<file path="config.mk">
export PLATFORM = sky130hd
export DESIGN_NAME = dfc_rr_sender
export DESIGN_NICKNAME = d
export VERILOG_FILES = /design/src/rtl/dfc_rr_sender.sv
export SDC_FILE = /design/constraint.sdc
export NUM_CORES = 1
export LEC_CHECK = 0
export CAP_MARGIN = 20
export CORE_UTILIZATION = 25
export CTS_CLUSTER_DIAMETER = 40
export CTS_CLUSTER_SIZE = 20
export DETAILED_ROUTE_END_ITERATION = 10
export PLACE_DENSITY = 0.55
export SLEW_MARGIN = 5
export SYNTH_ARGS = -nofsm -noshare
export SYNTH_HDL_FRONTEND = slang
export SYNTH_SLANG_ARGS = --single-unit
</file>
<file path="constraint.sdc">
create_clock -name clk -period 4.6 [get_ports clk]
set_clock_uncertainty 0.05 [all_clocks]
set_input_delay 0.92 -clock clk [delete_from_list [all_inputs] [get_ports clk]]
set_output_delay 0.92 -clock clk [all_outputs]
set_load 0.01 [all_outputs]
</file>
<file path="src/rtl/dfc_rr_sender.sv">
// -----------------------------------------------------------------------------
// dfc_rr_sender
//
// Purpose:
//   Shares one delayed-flow-control (DFC) link among `inputs` srdy/drdy
//   requesters. Arbitration is round-robin and packet-aware: once a requester
//   starts a packet it keeps the grant until its EOP beat has transferred, so
//   packets from different requesters never interleave on the link. The link
//   side is a registered sender: p_vld/p_data/p_eop/p_src come straight from
//   flops, and beats are only launched while the receiver holds p_fc_n high.
//
// Parameters:
//   width   data bits per beat
//   inputs  number of requesters (2..16)
//   srcw    width of the source id, at least clog2(inputs)
//
// Ports:
//   clk      clock
//   reset    synchronous active-high reset
//   c_srdy   per-requester beat valid
//   c_drdy   per-requester beat accept (combinational, at most one bit set)
//   c_data   packed beats, requester i at [i*width +: width]
//   c_eop    per-requester end-of-packet flag for the presented beat
//   p_vld    registered link valid
//   p_fc_n   link flow control, 1 = may send, 0 = stop
//   p_data   registered link data
//   p_eop    registered EOP for the beat on p_data
//   p_src    registered index of the requester that sourced p_data
// -----------------------------------------------------------------------------
module dfc_rr_sender #(
  parameter int width  = 8,
  parameter int inputs = 4,
  parameter int srcw   = 2
) (
  input  logic                      clk,
  input  logic                      reset,
  input  logic [inputs-1:0]         c_srdy,
  output logic [inputs-1:0]         c_drdy,
  input  logic [inputs*width-1:0]   c_data,
  input  logic [inputs-1:0]         c_eop,
  output logic                      p_vld,
  input  logic                      p_fc_n,
  output logic [width-1:0]          p_data,
  output logic                      p_eop,
  output logic [srcw-1:0]           p_src
);

  typedef enum logic {
    ST_IDLE   = 1'b0,
    ST_LOCKED = 1'b1
  } lockState_t;

  lockState_t        r_state;
  logic [srcw-1:0]   r_lockId;
  logic [srcw-1:0]   r_rrPtr;

  logic              r_pVld;
  logic [width-1:0]  r_pData;
  logic              r_pEop;
  logic [srcw-1:0]   r_pSrc;

  logic              w_found;
  logic [srcw-1:0]   w_sel;
  logic [srcw:0]     w_cand;
  logic              w_selSrdy;
  logic              w_selEop;
  logic [width-1:0]  w_selData;
  logic              w_xfer;

  // Selection. While a packet is in progress the owner is selected whether or
  // not it is currently asserting, which is what produces bubbles instead of
  // letting another requester slip in mid-packet. When idle, search starts one
  // past the last packet winner; the loop runs from the farthest candidate to
  // the nearest so the nearest asserting requester is written last and wins.
  // The candidate is kept one bit wider than the pointer so the wrap can be a
  // single compare-and-subtract instead of a modulo.
  always_comb begin
    w_found = 1'b0;
    w_sel   = '0;
    w_cand  = '0;
    if (r_state == ST_LOCKED) begin
      w_found = 1'b1;
      w_sel   = r_lockId;
    end else begin
      for (int k = inputs; k >= 1; k--) begin
        w_cand = {1'b0, r_rrPtr} + (srcw+1)'(k);
        if (w_cand >= (srcw+1)'(inputs)) begin
          w_cand = w_cand - (srcw+1)'(inputs);
        end
        if (c_srdy[w_cand[srcw-1:0]]) begin
          w_found = 1'b1;
          w_sel   = w_cand[srcw-1:0];
        end
      end
    end
  end

  // Fields of the selected requester's presented beat.
  always_comb begin
    w_selSrdy = c_srdy[w_sel];
    w_selEop  = c_eop[w_sel];
    w_selData = c_data[w_sel*width +: width];
  end

  // A beat moves only when the link is open, something is selected and the
  // selected requester really has a beat this cycle.
  assign w_xfer = p_fc_n & w_found & w_selSrdy;

  // Accept goes to the selected requester whenever the link is open, even if
  // that requester is not asserting srdy; requesters must not wait on it.
  always_comb begin
    c_drdy = '0;
    if (p_fc_n && w_found) begin
      c_drdy[w_sel] = 1'b1;
    end
  end

  // Output register and packet lock machine. The link outputs only change
  // on a transfer, except p_vld which follows the transfer every cycle. The
  // round-robin pointer moves only on an EOP transfer, so fairness is counted
  // in packets rather than beats. Reset abandons any partial packet silently.
  always_ff @(posedge clk) begin
    if (reset) begin
      r_state  <= ST_IDLE;
      r_lockId <= '0;
      r_rrPtr  <= srcw'(inputs - 1);
      r_pVld   <= 1'b0;
      r_pData  <= '0;
      r_pEop   <= 1'b0;
      r_pSrc   <= '0;
    end else begin
      r_pVld <= w_xfer;
      if (w_xfer) begin
        r_pData <= w_selData;
        r_pEop  <= w_selEop;
        r_pSrc  <= w_sel;
      end
      case (r_state)
        ST_IDLE: begin
          if (w_xfer) begin
            if (w_selEop) begin
              r_rrPtr <= w_sel;
            end else begin
              r_state  <= ST_LOCKED;
              r_lockId <= w_sel;
            end
          end
        end
        ST_LOCKED: begin
          if (w_xfer && w_selEop) begin
            r_state <= ST_IDLE;
            r_rrPtr <= r_lockId;
          end
        end
      endcase
    end
  end

  assign p_vld  = r_pVld;
  assign p_data = r_pData;
  assign p_eop  = r_pEop;
  assign p_src  = r_pSrc;

endmodule

</file>
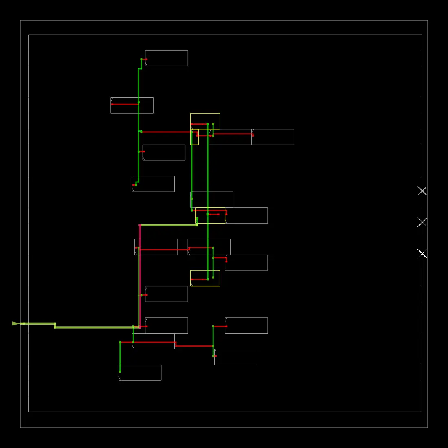
**Above:** run 1 (clock routing).
power in the clock group: 109 uW
TritonCTS Buffers: 3
Clk Latency, worst-skew pair: 0.25 ns

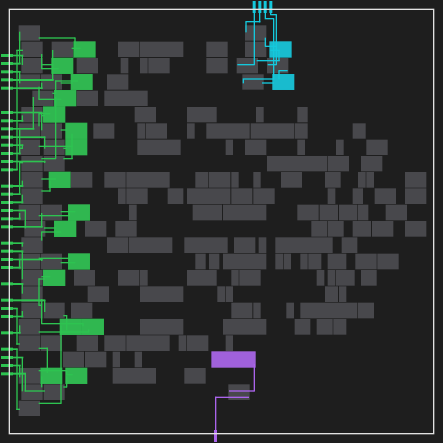
**Above:** run 1 (port wiring).
Scale: 6 px per um.
[cyan] `c_eop` | direction: input | edge: top | end cells: 2 | buffers: 4 | wire: 61.4 um
[purple] `p_vld` | direction: output | edge: bottom | end cells: 1 | buffers: 1 | wire: 19.7 um
[green] `c_data` | direction: input | edge: left | end cells: 16 | buffers: 32 | wire: 333 um

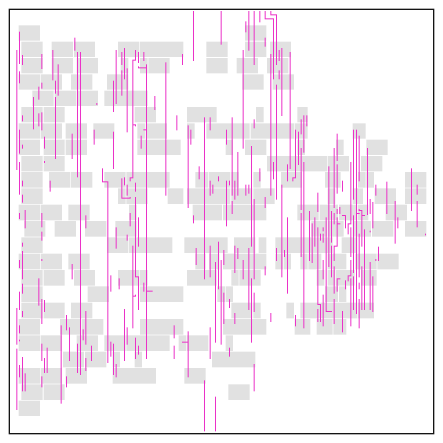
**Above:** run 1 (signal wires on met2).
Scale: 6 px per um. Cells faint in the background.
share of all routed wire: 46%
wire length on this layer: 1,400 um
nets with wire on the layer: 184
main direction: vertical
longest straight run: 53.7 um

==> impl_metrics.csv, run 1 <==
group,metric,value,unit
final_timing,fin_ws,0.351,ns
setup_path,crit_path_start,"c_srdy[0]",
synth,syn_area,0.00117,mm2
status,outcome,"finished, violations left",
synth,synthAoiAreaFrac,17.2,%
layout,buf_share,32.6,%
clock_tree,clockRootBuffer,"clkbuf_8",
floorplanning,coreArea,0.00444,mm2
place,place_ws,0.377,ns
clock_tree,post_cts.repair.setup_buffers,0,
status,violations,"design-rule violations",
grt,grt_usage,13.3,%
pwr,comb_power,828,uW
floorplanning,placement_rows,24,
setup_path,crit_family,"buffers and inverters",
layout,drive_above_1_share,6.56,%
clock_tree,ctsHoldBuffers,0,
synth,yosys.area_share.xor_xnor,0,%
layout,clock_area_share,2.43,%
setup_path,crit_top_cell,"clkdlybuf4s50_1",
grt,grtUsageMet2,22.9,%
drt,firstDrtPassIters,7,
grt,met3_usage,3.90,%
floorplanning,pin_count,59,
synth,syn_nets,167,
floorplanning,fp_util,26.4,%
synth,ys_area,0.00117,mm2
pwr,clock_power_share,9.1,%
setup_path,cp_slowest_cell,"clkdlybuf4s50_1",
layout,seq_share,18.4,%
grt,grt_pass1_vias,1147,
run,max_cap_viol_count,0,
clock_tree,cts_sinks,17,
synth,ys_cells,124,
pwr,comb_power_share,69.4,%
synth,ys_ff,17,
place,dpl_cell_area,0.00181,mm2
layout,design_area,0.00185,mm2
setup_path,endpoint_kind,"primary output",
drt,wl_met1,1.34,mm
synth,logic_family,"multiplexers",
layout,sh_comb_area,41.9,%
final_timing,slew_viol_final,0,
final_timing,setup_viol,0,
synth,mux_share,35.0,%
pwr,p_switching,499,uW
synth,synth_cell_types,32,
drt,drcViolationCount,6,
floorplanning,nWellTaps,52,
pwr,power_leader,"combinational cells",
final_timing,fin_crit_sh,92.4,%
setup_path,slowest_delay,0.57,ns
layout,seq_cells,17,
setup_path,crit_cells,7,
layout,seqCellArea,340,um2
synth,syn_inst,124,
final_timing,tns,0,ns
pwr,power_frac_seq,21.5,%
layout,clock_buffers,4,
pwr,pg_seq,257,uW
clock_tree,cts.path.max_buffers,2,
hold_path,hp-class,"flip-flop to flip-flop",
run 1: cells in the final DEF, fill, tap and decap left out, types with 2 or more instances in the layout:
master / count
a21boi_0: 2
a21o_1: 2
a21oi_1: 2
buf_4: 3
clkbuf_8: 3
clkdlybuf4s50_1: 58
dfxtp_1: 17
inv_1: 6
mux2i_1: 41
nand2_1: 7
nand2b_1: 2
nor2_1: 18
nor3_1: 2
run 1: Yosys cell counts, drive strengths merged:
cell type	count	area share [%]
nor3b	1	0.64
a211oi	1	0.64
inv	6	1.9
nand2	7	2.2
a21boi	2	1.3
a31oi	1	0.53
nor3	3	1.7
and3b	1	0.75
a21bo	1	0.85
o21ai	1	0.43
o2111ai	1	0.75
a21oi	2	0.85
a221o	1	0.85
o32ai	1	2.3
nand2b	2	1.1
buf	4	2.2
o22ai	1	0.53
or3	1	0.53
or3b	1	0.75
clkbuf	2	0.64
or2	1	0.53
o41ai	1	0.75
a221oi	2	3.0
nor2	18	5.8
o32a	1	0.85
a21o	2	1.3
dfxtp	17	29
o311ai	1	2.2
mux2i	41	35
run 1: state kept, by name (all words and copies together), names as in the netlist:
name,flops
p_vld,1
r_lockId,2
r_rrPtr,2
p_data,8
p_eop,1
p_src,2
r_state,1
run 1: worst min path at each step:
stage                  end  cells after the start  slack (ns)         from
4_1_cts        r_lockId[1]                      2        0.41  r_lockId[1]
3_5_place_dp   r_lockId[1]                      2        0.40  r_lockId[1]
5_1_grt        r_lockId[1]                      2        0.43  r_lockId[1]
3_3_place_gp   r_lockId[0]                      2        0.39  r_lockId[0]
2_1_floorplan  r_lockId[0]                      2        0.38  r_lockId[0]
6_report       r_lockId[1]                      2        0.41  r_lockId[1]
==> inputs of run 2 (changes only) <==
--- a/config.mk
+++ b/config.mk
@@ -8,7 +8,7 @@
 export CAP_MARGIN = 20
 export CORE_UTILIZATION = 25
 export CTS_CLUSTER_DIAMETER = 40
-export CTS_CLUSTER_SIZE = 20
+export CTS_CLUSTER_SIZE = 30
 export DETAILED_ROUTE_END_ITERATION = 10
 export PLACE_DENSITY = 0.55
 export SLEW_MARGIN = 5
==> impl_metrics.csv, run 2 <==
group,metric,value,unit
setup_path,cp_slowest_cell,"clkdlybuf4s50_1",
synth,syn_inst,124,
final_timing,setup_viol,0,
status,violations,"design-rule violations",
layout,seqCellArea,340,um2
grt,grt_overflow,0,
final_timing,hold_viol_final,0,
setup_path,critPathRequiredTime,3.63,ns
setup_path,endpoint_kind,"primary output",
setup_path,slowest_delay,0.57,ns
clock_tree,ctsHoldBuffers,0,
grt,antenna_found_initial,0,
synth,most_common_cell,"mux2i_1",
floorplanning,coreArea,0.00444,mm2
final_timing,tightest_slew,0.542,ns
grt,grt_pass1_wl,5.33,mm
floorplanning,placement_rows,24,
clock_tree,post_cts.repair.setup_buffers,0,
layout,largest_register_ffs,8,
layout,area_growth,58.0,%
final_timing,slew_viol_final,0,
setup_path,path_buffers,3,
final_timing,rsz0062_at_grt,"no",
synth,ys_cells,124,
drt,drcViolationCount,6,
grt,grt_usage,13.3,%
synth,ys_seq_share,29.0,%
synth,syn_area,0.00117,mm2
clock_tree,clockRootBuffer,"clkbuf_8",
layout,instances_no_fill,235,
floorplanning,fp_util,26.4,%
grt,grtUsageMet1,15.5,%
synth,area_leaders,"mux2i_1 35%, dfxtp_1 29%, nor2_1 5.8%, o32ai_4 2.3%, a221oi_4 2.2%",
hold_path,hp-class,"flip-flop to flip-flop",
place,dpl_cell_area,0.00181,mm2
status,outcome,"finished, violations left",
floorplanning,die_w,70.5,um
synth,ys_ff,17,
place,placedCellCount,231,
grt,grt_pass1_vias,1147,
synth,ys_area,0.00117,mm2
drt,ant_nets,0,
final_timing,fmax,235,MHz
clock_tree,htreeDepth,1,
layout,nets,227,
floorplanning,die_h,70.5,um
synth,top_cells_by_count,"41 x mux2i_1, 18 x nor2_1, 17 x dfxtp_1",
synth,syn_nets,167,
layout,n_fill_cell,455,
synth,synth_cell_types,32,
synth,synth_top_flop_cell,"dfxtp_1",
run,warnings,26,
final_timing,tns,0,ns
layout,logic_area,776,um2
grt,grtUsageMet2,22.9,%
clock_tree,cts.path.max_buffers,2,
synth,synth_top_cell_by_area,"mux2i_1",
layout,layout_top_cells,"58 x clkdlybuf4s50_1, 41 x mux2i_1, 18 x nor2_1",
synth,edf_count,0,
floorplanning,pin_count,59,
clock_tree,worstSkewPairLatency,0.25,ns
synth,top_area_share,35.0,%
floorplanning,chip_area,0.00497,mm2
layout,design_area,0.00185,mm2
final_timing,fin_crit,4.25,ns
setup_path,crit_top_cell,"clkdlybuf4s50_1",
clock_tree,cts_buffers,3,
drt,firstDrtPassIters,7,
setup_path,crit_family,"buffers and inverters",
layout,diodes,0,
layout,mostFrequentLayoutCell,"clkdlybuf4s50_1",
setup_path,cp_max_fo,8,
drt,wl,3.03,mm
setup_path,critical_path_class,"input port to primary output",
final_timing,fin_crit_sh,92.4,%
synth,synthArstFlopShare,0,%
layout,drive_above_1_share,6.56,%
synth,ys_warn_count,0,
run,max_cap_viol_count,0,
grt,met3_usage,3.90,%
layout,fin_util,41.7,%
==> run 2: routing by layer <==
metal	vias to the layer above	routed length [um]
met5	-	0
met4	0	17
met3	2	271
met2	52	1400
met1	503	1340
li1	567	-
==> run 2: cell type report <==
class / count / area share, %
inverter: 6 / 1.22
tap: 52 / 3.51
sequential: 17 / 18.4
clock buffer: 4 / 2.43
timing repair buffer: 61 / 32.6
multi-input combinational: 95 / 41.9
==> run 2: final timing paths <==
check / from / end / slack (ns) / cells after the start
worst min register to register: r_lockId[1] / r_lockId[1] / 0.41 / 2
worst min-delay path: r_lockId[1] / r_lockId[1] / 0.41 / 2
worst max-delay path: c_srdy[0] / c_drdy[1] / 0.35 / 7
worst max register to register: r_state / r_rrPtr[0] / 1.78 / 8
==> run 2: worst reg2reg max path, cell delays in order (launching register included) <==
cell and delay [ns]:
dfxtp_1 0.38, or2_2 0.34, a221oi_1 0.38, a221oi_4 0.14
buf_4 0.28, mux2i_1 0.19, mux2i_1 0.46, nand2_1 0.14
a221o_1 0.37
==> run 2: cell families (layout without fill, tap and decap cells) <==
kind of cell	after synthesis	count (layout)	synth area share, %
and+or+nand+nor	35	35	14.0
DFF	17	17	29.0
muxes	41	41	35.0
AOI/OAI and AO/OA	19	19	17.2
buffers and inverters	12	71	4.80
==> run 2: power by group <==
| part | internal (mW) | leakage (nW) | switching, mW |
|---|---|---|---|
| clock | 0.0613 | 0.0228 | 0.0474 |
| sequential | 0.208 | 0.139 | 0.0482 |
| combinational | 0.425 | 0.579 | 0.403 |
==> run 2: per-stage QoR <==
step / worst slack [ns] / hold WS [ns]
after CTS: 0.345 / 0.413
after floorplan: 1.32 / 0.385
final: 0.351 / 0.408
after global placement: 0.502 / 0.395
after global routing: 0.202 / 0.432
after detailed placement: 0.377 / 0.403
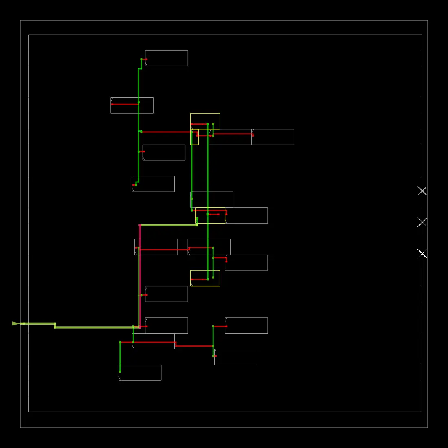
**Above:** run 2 (clock routing).
clock buffers: 4
CTS Sinks: 17
flip-flops: 17

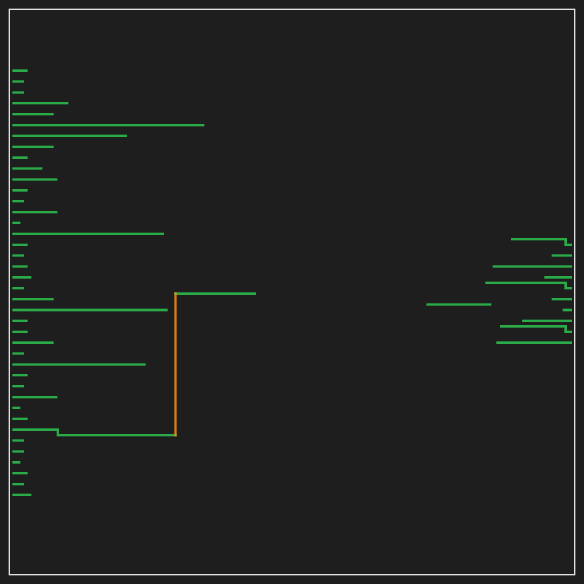
**Above:** run 2 (metal layers overlaid).
Scale: 8 px per um. Only two layers are drawn.
[green] M3 | wire length: 271 um
[orange] M4 | wire length: 17.7 um

==> inputs of run 3 (changes only) <==
--- a/config.mk
+++ b/config.mk
@@ -5,11 +5,12 @@
 export SDC_FILE = /design/constraint.sdc
 export NUM_CORES = 1
 export LEC_CHECK = 0
-export CAP_MARGIN = 20
+export CAP_MARGIN = 25
 export CORE_UTILIZATION = 25
 export CTS_CLUSTER_DIAMETER = 40
 export CTS_CLUSTER_SIZE = 30
 export DETAILED_ROUTE_END_ITERATION = 10
+export HOLD_SLACK_MARGIN = 0.05
 export PLACE_DENSITY = 0.55
 export SLEW_MARGIN = 5
 export SYNTH_ARGS = -nofsm -noshare
==> impl_metrics.csv, run 3 <==
group,metric,value,unit
drt,maxUsedRoutingLayer,"met4",
synth,syn_area,0.00117,mm2
grt,grt_max_degree,24,
floorplanning,coreArea,0.00444,mm2
synth,ys_seq_share,29.0,%
clock_tree,ctsHoldBuffers,0,
layout,layout_top_cells,"58 x clkdlybuf4s50_1, 41 x mux2i_1, 18 x nor2_1",
final_timing,rsz0062_at_grt,"no",
place,placedCellCount,231,
clock_tree,ctsResizeCount,0,
synth,top_cells_by_count,"41 x mux2i_1, 18 x nor2_1, 17 x dfxtp_1",
synth,ys_ff,17,
synth,ys_cells,124,
clock_tree,post_cts.repair.setup_buffers,0,
setup_path,critical_path_class,"input port to primary output",
layout,drive_above_1_share,6.56,%
synth,synthArstFlopShare,0,%
layout,instances_no_fill,235,
synth,area_leaders,"mux2i_1 35%, dfxtp_1 29%, nor2_1 5.8%, o32ai_4 2.3%, a221oi_4 2.2%",
synth,most_common_cell,"mux2i_1",
layout,area_growth,58.0,%
pwr,power.density,644,mW/mm2
setup_path,crit_arrival,3.28,ns
grt,grt_pass1_vias,1147,
final_timing,tightest_slew,0.542,ns
clock_tree,cts.path.max_buffers,2,
layout,diodes,0,
clock_tree,htreeDepth,1,
clock_tree,cts_tree,"done",
drt,ant_nets,0,
status,violations,"design-rule violations",
drt,via_per_inst,4.78,
floorplanning,die_w,70.5,um
setup_path,cp_cell_sequence,"clkdlybuf4s50_1 -> a21boi_0 -> a211oi_1 -> o311ai_4 -> inv_1 -> nor3_1 -> clkdlybuf4s50_1",
drt,firstDrtPassIters,7,
floorplanning,die_h,70.5,um
synth,syn_inst,124,
setup_path,critPathRequiredTime,3.63,ns
setup_path,crit_top_cell,"clkdlybuf4s50_1",
final_timing,tns,0,ns
place,hpwlAfterDp,2.37,mm
drt,wl_per_cell,12.9,um
status,outcome,"finished, violations left",
setup_path,startpoint_type,"input port",
floorplanning,placement_rows,24,
drt,wl_met1,1.34,mm
clock_tree,clockRootBuffer,"clkbuf_8",
synth,syn_nets,167,
final_timing,maxSlewHeadroom,63.4,%
drt,drcViolationCount,6,
pwr,power.leakage,0.740,nW
grt,grt_pass1_wl,5.33,mm
synth,synth_top_flop_cell,"dfxtp_1",
run,max_cap_viol_count,0,
run,warnings,26,
layout,mostFrequentLayoutCell,"clkdlybuf4s50_1",
drt,wl,3.03,mm
floorplanning,chip_area,0.00497,mm2
synth,synth_cell_types,32,
clock_tree,worstSkewPairLatency,0.25,ns
pwr,vdd_ir_drop_max,0.230,mV
hold_path,holdPathStages,2,
drt,drt_iter0_drc,48,
synth,syn_area_per_cell,9.45,um2
setup_path,endpoint_kind,"primary output",
grt,grt_overflow,0,
setup_path,cp_slowest_cell,"clkdlybuf4s50_1",
final_timing,fin_crit_sh,92.4,%
layout,nets,227,
drt,met3WireLength,271,um
grt,antenna_found_initial,0,
setup_path,slowest_delay,0.57,ns
synth,ys_warn_count,0,
final_timing,fmax,235,MHz
hold_path,hp-class,"flip-flop to flip-flop",
floorplanning,pin_count,59,
final_timing,fin_crit,4.25,ns
floorplanning,fp_util,26.4,%
setup_path,r2r_cells,8,
clock_tree,cts_buffers,3,
final_timing,slew_viol_final,0,
layout,largest_register_ffs,8,
drt,wl_met2,1.40,mm
place,portBuffers,58,
final_timing,hold_viol_final,0,
clock_tree,path_clk_slew,0.06,ns
clock_tree,cts_sinks,17,
synth,ys_area,0.00117,mm2
final_timing,setup_viol,0,
synth,edf_count,0,
synth,top_area_share,35.0,%
synth,synth_top_cell_by_area,"mux2i_1",
grt,grt_usage,13.3,%
layout,n_fill_cell,455,
setup_path,cp_max_fo,8,
place,place_congestion,0.780,
drt,vias,1124,
-- run 3: final timing paths --
check / from / slack (ns) / endpoint
max: c_srdy[0] / 0.35 / c_drdy[1]
min: r_lockId[1] / 0.41 / r_lockId[1]
max reg2reg: r_state / 1.78 / r_rrPtr[0]
min reg2reg: r_lockId[1] / 0.41 / r_lockId[1]
-- run 3: logic make-up after synthesis --
logic type	share of synthesized area, %
flops	29.0
mux	35.0
buf+inv	4.80
simple gates	14.0
compound gates	17.2
-- run 3: critical path, delay by kind of cell --
family	cells	cell delay, ns
AND/OR/NAND/NOR	1	0.22
buffers and inverters	3	1.26
AND-OR/OR-AND	3	0.89
-- run 3: layer usage --
layer,vias up,global-route usage [%]
li1,567,-
met1,503,15.5
met5,-,0
met3,2,3.90
met4,0,4.76
met2,52,22.9
-- run 3: cell type report --
cell class	instances	area [um2]	area share, %
well taps	52	65.1	3.51
multi-input cells	95	776	41.9
repair buffers	61	603	32.6
flip-flops and latches	17	340	18.4
clock buffers	4	45.0	2.43
inverters	6	22.5	1.22
-- run 3: metrics by stage --
step                setup WS, ns  power, mW  cell area (um2)  utilization (%)  hold WS (ns)
floorplan                   1.32      0.840             1170                -         0.385
global placement           0.502       1.08             1810             40.7         0.395
detailed placement         0.377       1.09             1810             40.7         0.403
CTS                        0.345       1.21             1850             41.7         0.413
global route               0.202       1.29             1850             41.7         0.432
finish                     0.351       1.19             1850             41.7         0.408
-- run 3: where the power goes --
group	internal, mW	switching [mW]
clock network	0.0613	0.0474
registers	0.208	0.0482
logic	0.425	0.403
total	0.695	0.499
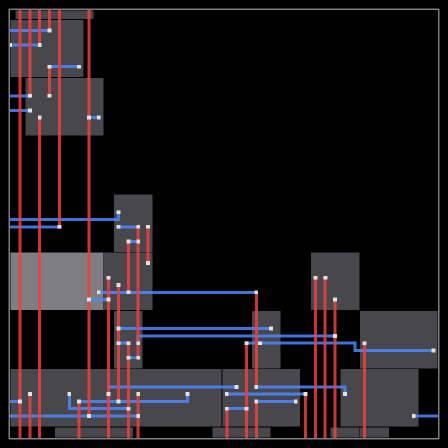
**Above:** run 3 (zoomed window).
Region (43, 43) to (63, 63) um. Cells in grey, sequential cells in the stronger grey; small squares are vias.
[red] M2
[blue] M1
most frequent: clkdlybuf4s50_1 (3), mux2i_1 (2)
sequential cells in the window: 1
netlist names of flops here include: `p_src` (1)
cells with their middle in the window: 12

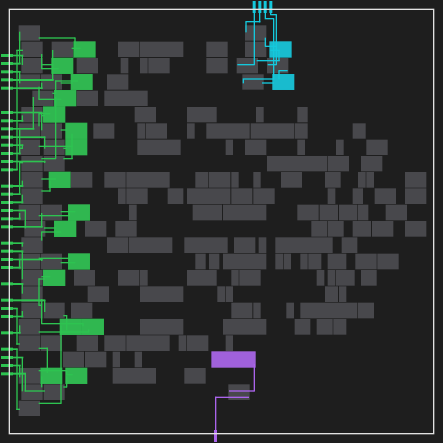
**Above:** run 3 (port wiring).
Scale: 6 px per um.
[purple] `p_vld` | direction: output | edge: bottom | end cells: 1 | buffers: 1 | wire: 19.7 um
[green] `c_data` | direction: input | edge: left | end cells: 16 | buffers: 32 | wire: 333 um
[cyan] `c_eop` | direction: input | edge: top | end cells: 2 | buffers: 4 | wire: 61.4 um

Power and IR drop assume default switching activity.
